run_1/wire_density.png
(6 px per um) 13 x 13 tiles, from dark blue (low) to red (high), scaled to the fullest tile. Values are wire area over tile area, all layers added.
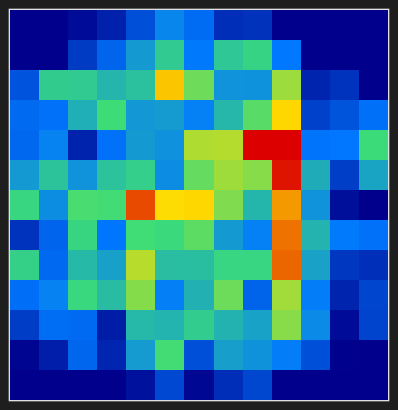
run_1/pins.png
(8 px per um) Pins as bars across the die edge, other pins in grey.
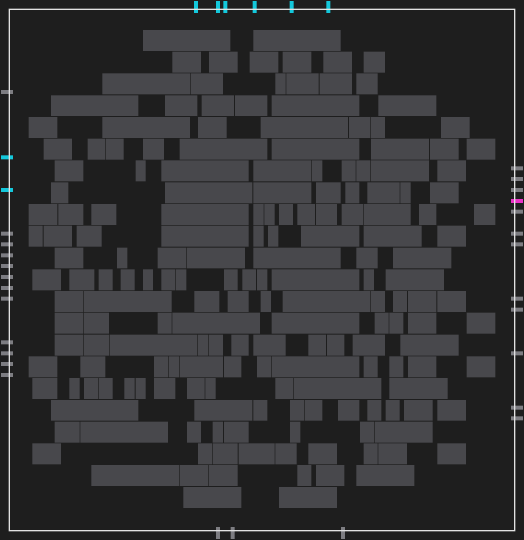
run_1/met2.png
(8 px per um) Cells faint in the background.
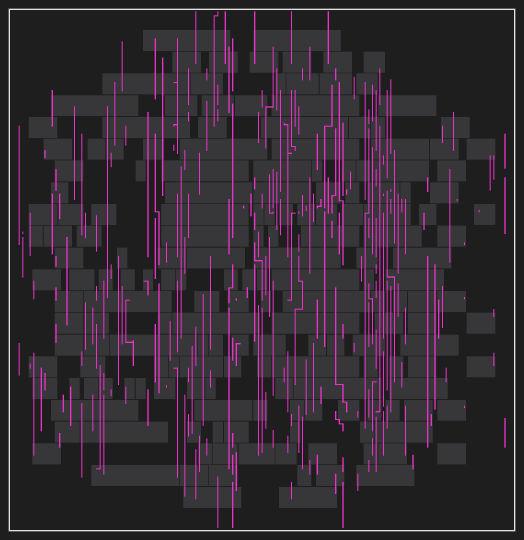
File: config.mk
export PLATFORM = sky130hd
export DESIGN_NAME = add_sub_seq_flat
export DESIGN_NICKNAME = d
export VERILOG_FILES = /design/src/rtl/add_sub_if.sv /design/src/rtl/add_sub_seq.sv /design/src/flat_wrapper.sv
export SDC_FILE = /design/constraint.sdc
export NUM_CORES = 1
export LEC_CHECK = 0
export CAP_MARGIN = 20
export CORE_AREA = 2 2 61 63
export CTS_CLUSTER_SIZE = 16
export DETAILED_ROUTE_END_ITERATION = 8
export DIE_AREA = 0 0 63 65
export GPL_TIMING_DRIVEN = 0
export MAX_ROUTING_LAYER = met4
export PLACE_DENSITY = 0.8
export SYNTH_ARGS = -nofsm -noshare
export SYNTH_HDL_FRONTEND = slang
export SYNTH_SLANG_ARGS = --single-unit
File: constraint.sdc
create_clock -name clk -period 6 [get_ports clk]
set_clock_uncertainty 0.15 [all_clocks]
set_input_delay 1.8 -clock clk [delete_from_list [all_inputs] [get_ports clk]]
set_output_delay 1.8 -clock clk [all_outputs]
set_load 0.01 [all_outputs]
File: src/rtl/add_sub_if.sv
// Start/done handshake and operand/result bundle for the sequential adder/subtractor.
interface add_sub_if #(
  parameter int WIDTH = 8
);
  logic             start;
  logic             mode;
  logic [WIDTH-1:0] a;
  logic [WIDTH-1:0] b;
  logic             cin;
  logic             ready;
  logic             busy;
  logic             done;
  logic [WIDTH-1:0] sum;
  logic             cout;
  logic             ovf;
  logic             zero;

  modport master (
    output start, mode, a, b, cin,
    input  ready, busy, done, sum, cout, ovf, zero
  );

  modport slave (
    input  start, mode, a, b, cin,
    output ready, busy, done, sum, cout, ovf, zero
  );
endinterface

File: src/rtl/add_sub_seq.sv
// Multi-cycle WIDTH-bit adder/subtractor, CHUNK bits per cycle, with carry/ovf/zero flags.
// Optional signed saturation of the result is enabled by defining ADD_SUB_SAT_EN.
module add_sub_seq #(
  parameter int WIDTH = 8,
  parameter int CHUNK = 2
) (
  input  logic      clk,
  input  logic      rst,
  add_sub_if.slave  bus
);
  localparam int N   = WIDTH / CHUNK;
  localparam int KW  = (N > 1) ? $clog2(N) : 1;
  localparam int MSB = WIDTH - 1;

  typedef enum logic {IDLE, RUN} state_t;

  state_t           state;
  logic [KW-1:0]    k;
  logic [WIDTH-1:0] a_q;
  logic [WIDTH-1:0] b_q;
  logic [WIDTH-1:0] acc;
  logic             carry;
  logic             a_msb;
  logic             b_msb;

  logic             done_q;
  logic [WIDTH-1:0] sum_q;
  logic             cout_q;
  logic             ovf_q;
  logic             zero_q;

  logic [CHUNK:0]   chunk_sum;
  logic [WIDTH-1:0] raw_sum;
  logic [WIDTH-1:0] final_sum;
  logic             raw_ovf;

  // Operands shift right one chunk per cycle, so the active chunk is always the low bits
  // and the result fills acc from the top; no variable part-selects are needed.
  always_comb begin
    // NOTE: every always_comb output gets a value on every path, otherwise a latch is inferred.
    chunk_sum = {1'b0, a_q[CHUNK-1:0]} + {1'b0, b_q[CHUNK-1:0]} + {{CHUNK{1'b0}}, carry};
    raw_sum   = WIDTH'({chunk_sum[CHUNK-1:0], acc} >> CHUNK);
    raw_ovf   = (a_msb == b_msb) && (raw_sum[MSB] != a_msb);
`ifdef ADD_SUB_SAT_EN
    if (raw_ovf) final_sum = a_msb ? {1'b1, {(WIDTH-1){1'b0}}} : {1'b0, {(WIDTH-1){1'b1}}};
    else         final_sum = raw_sum;
`else
    final_sum = raw_sum;
`endif
  end

  always_ff @(posedge clk) begin
    if (rst) begin
      // NOTE: only control state and visible outputs are reset; the operand pipeline is
      // always reloaded at accept, so resetting it would buy nothing.
      state  <= IDLE;
      k      <= '0;
      done_q <= 1'b0;
      sum_q  <= '0;
      cout_q <= 1'b0;
      ovf_q  <= 1'b0;
      zero_q <= 1'b0;
    end else begin
      // NOTE: sequential state uses non-blocking assignments so every register samples
      // pre-edge values regardless of statement order.
      done_q <= 1'b0;
      case (state)
        IDLE: begin
          if (bus.start) begin
            a_q   <= bus.a;
            b_q   <= bus.mode ? ~bus.b : bus.b;
            carry <= bus.cin ^ bus.mode;
            a_msb <= bus.a[MSB];
            b_msb <= bus.b[MSB] ^ bus.mode;
            acc   <= '0;
            k     <= '0;
            state <= RUN;
          end
        end
        RUN: begin
          a_q   <= a_q >> CHUNK;
          b_q   <= b_q >> CHUNK;
          acc   <= raw_sum;
          carry <= chunk_sum[CHUNK];
          if (k == KW'(N - 1)) begin
            state  <= IDLE;
            k      <= '0;
            done_q <= 1'b1;
            sum_q  <= final_sum;
            cout_q <= chunk_sum[CHUNK];
            ovf_q  <= raw_ovf;
            zero_q <= (final_sum == '0);
          end else begin
            k <= k + KW'(1);
          end
        end
        default: state <= IDLE;
      endcase
    end
  end

  assign bus.ready = (state == IDLE);
  assign bus.busy  = (state == RUN);
  assign bus.done  = done_q;
  assign bus.sum   = sum_q;
  assign bus.cout  = cout_q;
  assign bus.ovf   = ovf_q;
  assign bus.zero  = zero_q;
endmodule

File: src/flat_wrapper.sv
// flat-port wrapper written by rule: the top's interface ports become plain ports
module add_sub_seq_flat 
#(
  parameter int WIDTH = 8,
  parameter int CHUNK = 2
)
  (clk, rst, bus_start, bus_mode, bus_a, bus_b, bus_cin, bus_ready, bus_busy, bus_done, bus_sum, bus_cout, bus_ovf, bus_zero);
  add_sub_if #(.WIDTH(WIDTH)) bus_i ();
  input  logic clk;
  input  logic rst;
  input wire logic [$bits(bus_i.start)-1:0] bus_start;
  input wire logic [$bits(bus_i.mode)-1:0] bus_mode;
  input wire logic [$bits(bus_i.a)-1:0] bus_a;
  input wire logic [$bits(bus_i.b)-1:0] bus_b;
  input wire logic [$bits(bus_i.cin)-1:0] bus_cin;
  output wire logic [$bits(bus_i.ready)-1:0] bus_ready;
  output wire logic [$bits(bus_i.busy)-1:0] bus_busy;
  output wire logic [$bits(bus_i.done)-1:0] bus_done;
  output wire logic [$bits(bus_i.sum)-1:0] bus_sum;
  output wire logic [$bits(bus_i.cout)-1:0] bus_cout;
  output wire logic [$bits(bus_i.ovf)-1:0] bus_ovf;
  output wire logic [$bits(bus_i.zero)-1:0] bus_zero;
  assign bus_i.start = bus_start;
  assign bus_i.mode = bus_mode;
  assign bus_i.a = bus_a;
  assign bus_i.b = bus_b;
  assign bus_i.cin = bus_cin;
  assign bus_ready = bus_i.ready;
  assign bus_busy = bus_i.busy;
  assign bus_done = bus_i.done;
  assign bus_sum = bus_i.sum;
  assign bus_cout = bus_i.cout;
  assign bus_ovf = bus_i.ovf;
  assign bus_zero = bus_i.zero;
  add_sub_seq #(.WIDTH(WIDTH), .CHUNK(CHUNK)) u_core (.clk(clk), .rst(rst), .bus(bus_i));
endmodule
==> Slide: Implementation Results, run 1 <==
Run Summary

Final timing
  • Final min period: 3690 ps
  • Setup-failing EPs final: 0
  • Worst-Margin Slew: 444 ps
  • Part of the cycle the worst path needs: 61.6%
  • Fmax: 0.271 GHz

Clocking
  • Worst-path clk slew: 110 ps
  • # clock sinks: 40
  • H-tree levels: 2

GRT
  • Global-route track usage on met3: 4.17%
  • Vias in the first global route: 1152
  • Initial antenna violation count: 0
  • Busiest layer in global routing: met2
  • GRT Residual Overflow: 0
  • Largest net degree at the start of global routing: 18

Power
  • P_comb: 0.0000711 W
  • Sequential Power: 0.000316 W
  • VDD IR-drop max: 152 uV
  • Register share of total power: 61.7%
  • Sw Ratio: 24.0%
  • Total Power: 0.000513 W

Yosys
  • Post-Syn Area: 1760 um2
  • Yosys top cell area share: 42.6%
  • Synth Area per Inst: 12.3 um2
  • Largest cells by area: edfxtp_1 (43%), dfxtp_1 (17%), xnor2_1 (4.0%)
  • Post-synth EDFFs: 25
  • Cell type with the largest total area: edfxtp_1
  • Cell Type Count: 33
  • Syn Inst Count: 144
  • Yosys Chip Area: 1760 um2
  • Cells in synth_stat.txt: 144

Critical path
  • Launching element type of the critical path: flip-flop
  • Worst-path cell chain: buf_2 > inv_1 > clkdlybuf4s50_1
  • CP max FO: 10
  • Arrival time worst endpoint: 1740 ps

Detailed routing
  • WL met2: 1.56 mm
  • Remaining antenna violation count after routing: 0
  • Vias/cell: 5.07
  • DRT Pass-1 Iters: 4
  • Routed wl met3: 164 um
  • DRT iter0 DRCs: 58

Flow run
  • Max Cap Violations: 0
  • OpenROAD warnings: 26

Floorplan
  • Core area: 3500 um2
  • Row cnt: 22

Status
  • Outcome: complete, no violations

Place
  • Pre-CTS setup slack: 2550 ps
  • Post-placement cell count: 225

Worst hold path
  • Worst hold path type: reg -> reg

Final layout
  • Antenna cells: 0
  • Layout cell share with drive strength beyond 1: 17.9%
  • Fill cells: 298
## Picture notes: wire_density.png
mean over tiles = 0.12
fullest tile = 0.39
densest ninth of the die = centre
tiles over half the peak = 18%
nearly empty tiles = 15%
total wire length: 3.14 mm
Via Count: 1176
gr usage total: 17.9%
routed len/inst: 13.5 um

## Picture notes: pins.png
magenta -> bus_ovf  # pins 1, direction output, edge right
cyan -> bus_a  # pins 8, direction input, edge 6 top, 2 left
all pins by edge = 14 left, 12 right, 6 top, 3 bottom
Die X: 63 um
die height: 65 um
count of input and output buffers: 32

## Picture notes: met2.png
share of all routed wire = 50%
wire length on this layer = 1560 um
longest straight run = 35.7 um
main direction = vertical
met2 global-route usage: 29.4%

==> run 1: path summary, 6_finish.rpt <==
check	slack, ps	cells past startpoint	start	endpoint
setup / recovery	2310	3	u_core.bus.busy	bus_ready
setup reg to reg	3750	5	u_core.carry	u_core.bus.ovf
hold reg to reg	360	2	u_core.bus.zero	u_core.bus.zero
hold / removal	360	2	u_core.bus.zero	u_core.bus.zero
==> run 1: layout make-up <==
type	instances	area, um2	share of cell area (%)
multi-input combinational	87	631	28.6
inverter	7	26.3	1.19
buffer	10	58.8	2.66
tap	48	60.1	2.72
clock inverter	1	5.00	0.227
clock buffer	6	41.3	1.87
sequential	40	1050	47.6
timing repair buffer	33	335	15.2
==> run 1: cells in the final DEF, fill, tap and decap left out <==
master            n
a311oi_1          1
a21oi_1          13
o32ai_2           1
nor2_2            1
xnor2_1           8
xor2_1            1
buf_6             1
or3b_1            1
buf_4             1
nand2_1           7
clkbuf_4          6
or4_4             1
a21bo_2           6
ha_1              1
inv_1             7
a211oi_1          3
buf_8             1
edfxtp_1         25
nand2b_1          3
mux2i_1           1
nand3b_1          1
nor2b_1           2
fa_1              2
or3_1             1
dfxtp_1          15
clkdlybuf4s50_1  32
mux2_2            6
or3b_2            2
and2_1            5
and2_2            1
nand3_1           7
nor2_1            5
clkinv_2          1
clkbuf_1          3
buf_2             5
o21ai_0           6
nand4bb_1         1
==> run 1: logic make-up (layout without fill, tap and decap cells) <==
family	count (synthesis)	after routing	synth area share (%)
DFF	40	40	59.6
and+or+nand+nor	38	38	12.3
AOI/OAI and AO/OA	30	30	11.5
buffers and inverters	17	57	4.82
xor gates and xnor gates	9	9	4.47
muxes	7	7	4.40
adders and majority gates	3	3	2.98
run_1/final_congestion.png
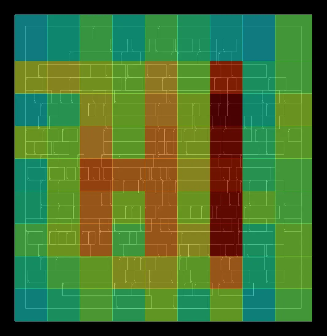

## Run 2: what changed since run 1
CORE_AREA = 2 2 63 65   (was 2 2 61 63)
DIE_AREA = 0 0 65 67   (was 0 0 63 65)
PLACE_DENSITY = 0.75   (was 0.8)
clock period = 3.72 ns   (was 6 ns; I/O delays follow)
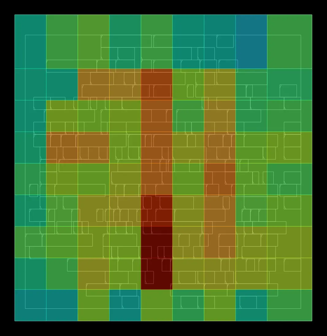
run_2/final_congestion.png
met1 Use GR: 21.1%
busiest layer in global routing: met2

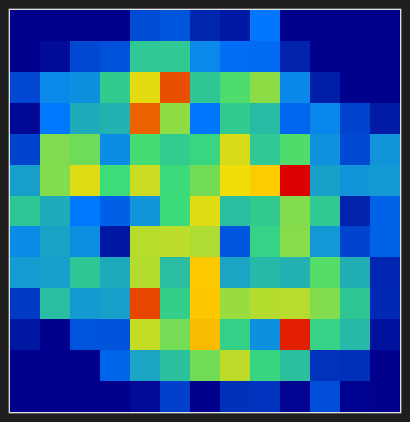
run_2/wire_density.png
(6 px per um) 13 x 13 tiles, from dark blue (low) to red (high), scaled to the fullest tile. Values are wire area over tile area, all layers added.
Via Count: 1179
total wire length: 3.36 mm

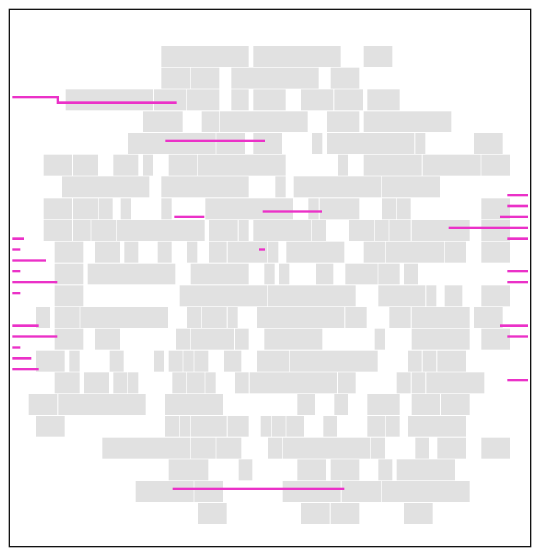
run_2/met3.png
(8 px per um) Cells faint in the background.
nets with wire on the layer = 23
main direction = horizontal
share of all routed wire = 3.7%

==> run 2 against run 1 <==
Final area increased by 1.6%. Final cell count increased by 0.43%. Routed wire length increased by 7.0%. Global-route usage increased by 0.72 points. Synthesized cell count unchanged. Sequential power increased by 61%. Clock power increased by 120%. Flip-flop count unchanged. Core utilization decreased by 0.96 points. Via count increased by 0.26%. Sequential share of layout area decreased by 0.74 points. Critical path type unchanged. Critical endpoint unchanged. Highest routed layer unchanged.
==> Slide: Implementation Results, run 2 <==
Run Summary

Yosys
  • Synth Area in Adders: 2.98% (unchanged)
  • Largest cells by area: edfxtp_1 (43%), dfxtp_1 (17%), xnor2_1 (4.0%)
  • Synth Area in Simple Gates: 12.3% (unchanged)
  • Yosys Chip Area: 1760 um2 (unchanged)
  • Yosys top cell area share: 42.6% (unchanged)
  • Comb area leader: simple AND/OR/NAND/NOR gates
  • Cell Type Count: 33 (unchanged)
  • Mux cell area share after synthesis: 4.40% (unchanged)
  • Yosys xor share: 4.47% (unchanged)
  • Aoi share: 11.5% (unchanged)
  • Cell type with the largest total area: edfxtp_1
  • Post-synth EDFFs: 25 (unchanged)
  • Syn Inst Count: 144 (unchanged)
  • Synth Area per Inst: 12.3 um2 (unchanged)
  • Post-Syn Area: 1760 um2 (unchanged)
  • Cells in synth_stat.txt: 144 (unchanged)

Clocking
  • Worst-path clk slew: 80 ps (-30 ps)
  • CTS tree: built
  • # clock sinks: 40 (unchanged)
  • Inserted Clock Buffers: 5

Critical path
  • Launching element type of the critical path: flip-flop
  • CP max FO: 10 (unchanged)
  • Arrival time worst endpoint: 1690 ps (-50 ps)
  • Worst-path cell chain: buf_2 > inv_1 > clkdlybuf4s50_1

GRT
  • Gr usage total: 18.6% (+0.72 points)
  • GRT Residual Overflow: 0 (unchanged)
  • Initial antenna violation count: 0 (unchanged)
  • Largest net degree at the start of global routing: 21 (+3)
  • Vias in the first global route: 1243 (+7.9%)

Floorplan
  • Die height: 67 um (+3.1%)
  • Row cnt: 22 (unchanged)
  • Die X: 65 um (+3.2%)
  • Die area: 4360 um2
  • Core area: 3610 um2 (+3.1%)

Final timing
  • Part of the cycle the worst path needs: 79.4%
  • Worst-Margin Slew: 471 ps (+26.9 ps)
  • Final min period: 2950 ps
  • Fmax: 0.339 GHz
  • Setup-failing EPs final: 0 (unchanged)
  • Worst slew margin: 68.6%

Detailed routing
  • DRT iter0 DRCs: 86 (+48%)
  • Remaining antenna violation count after routing: 0 (unchanged)
  • Routed len/inst: 14.4 um (+6.5%)
  • Vias/cell: 5.06 (-0.18%)

Status
  • Outcome: complete, no violations

Place
  • Count of input and output buffers: 32 (unchanged)

Flow run
  • OpenROAD warnings: 26 (unchanged)
  • Max Cap Violations: 0 (unchanged)

Power
  • Total Power: 0.000903 W (+76%)
  • VDD IR-drop max: 202 uV (+33%)

Final layout
  • Antenna cells: 0 (unchanged)
  • Top cells excl fill/tap: clkdlybuf4s50_1 (32), edfxtp_1 (25), dfxtp_1 (15), a21oi_1 (13), xnor2_1 (8)
  • Most used logic cell in the final layout: clkdlybuf4s50_1

Worst hold path
  • Worst hold path type: reg -> reg
## run 2: cell count changes in the layout (fill, tap and decap cells not counted), sizes merged
cell    before  now
clkbuf       9   10
## run 2: cell type report
type	count	area, um2
multi-input cells	87	631
flip-flops and latches	40	1050
plain buffers	10	58.8
clock inverters	1	5.00
clock buffers	7	76.3
well taps	48	60.1
repair buffers	33	335
inverters	7	26.3
fillers	293	1360
## run 2: per-stage QoR
stage          setup slack (ps)  hold slack, ps  area, um2  instances
2_1_floorplan               698             346       1760        144
3_3_place_gp                171             346       2140        224
3_5_place_dp               1060             344       2160        225
4_1_cts                     747             364       2240        233
5_1_grt                     664             393       2240        233
6_report                    767             360       2240        233
## run 2: layer usage
| metal | global-route usage, % | share of wire, % | wire length, um | vias to the layer above |
|---|---|---|---|---|
| met3 | 5.24 | 3.7 | 123 | 6 |
| li1 | - | - | - | 585 |
| met4 | 7.18 | 1.7 | 57 | 0 |
| met2 | 31.4 | 51 | 1710 | 27 |
| met5 | - | 0 | 0 | - |
| met1 | 21.1 | 44 | 1470 | 561 |
## run 2: power by group
part	internal, W	switching [W]
logic	0.0000581	0.0000568
clock network	0.000132	0.000146
registers	0.000501	0.00000934
## run 2: path summary, 6_finish.rpt
path | from | slack [ps] | depth (start not counted) | to
setup / recovery | u_core.bus.busy | 770 | 3 | bus_ready
hold / removal | u_core.bus.zero | 360 | 2 | u_core.bus.zero
setup reg to reg | u_core.carry | 1490 | 5 | u_core.bus.ovf
hold reg to reg | u_core.bus.zero | 360 | 2 | u_core.bus.zero
## run 2: cells by family after synthesis
kind of cell               after synthesis
AOI/OAI and AO/OA                       30
xor gates and xnor gates                 9
adders and majority gates                3
buffers and inverters                   17
DFF                                     40
muxes                                    7
and+or+nand+nor                         38
No activity file was given, so power comes from the tool's default toggle rates.
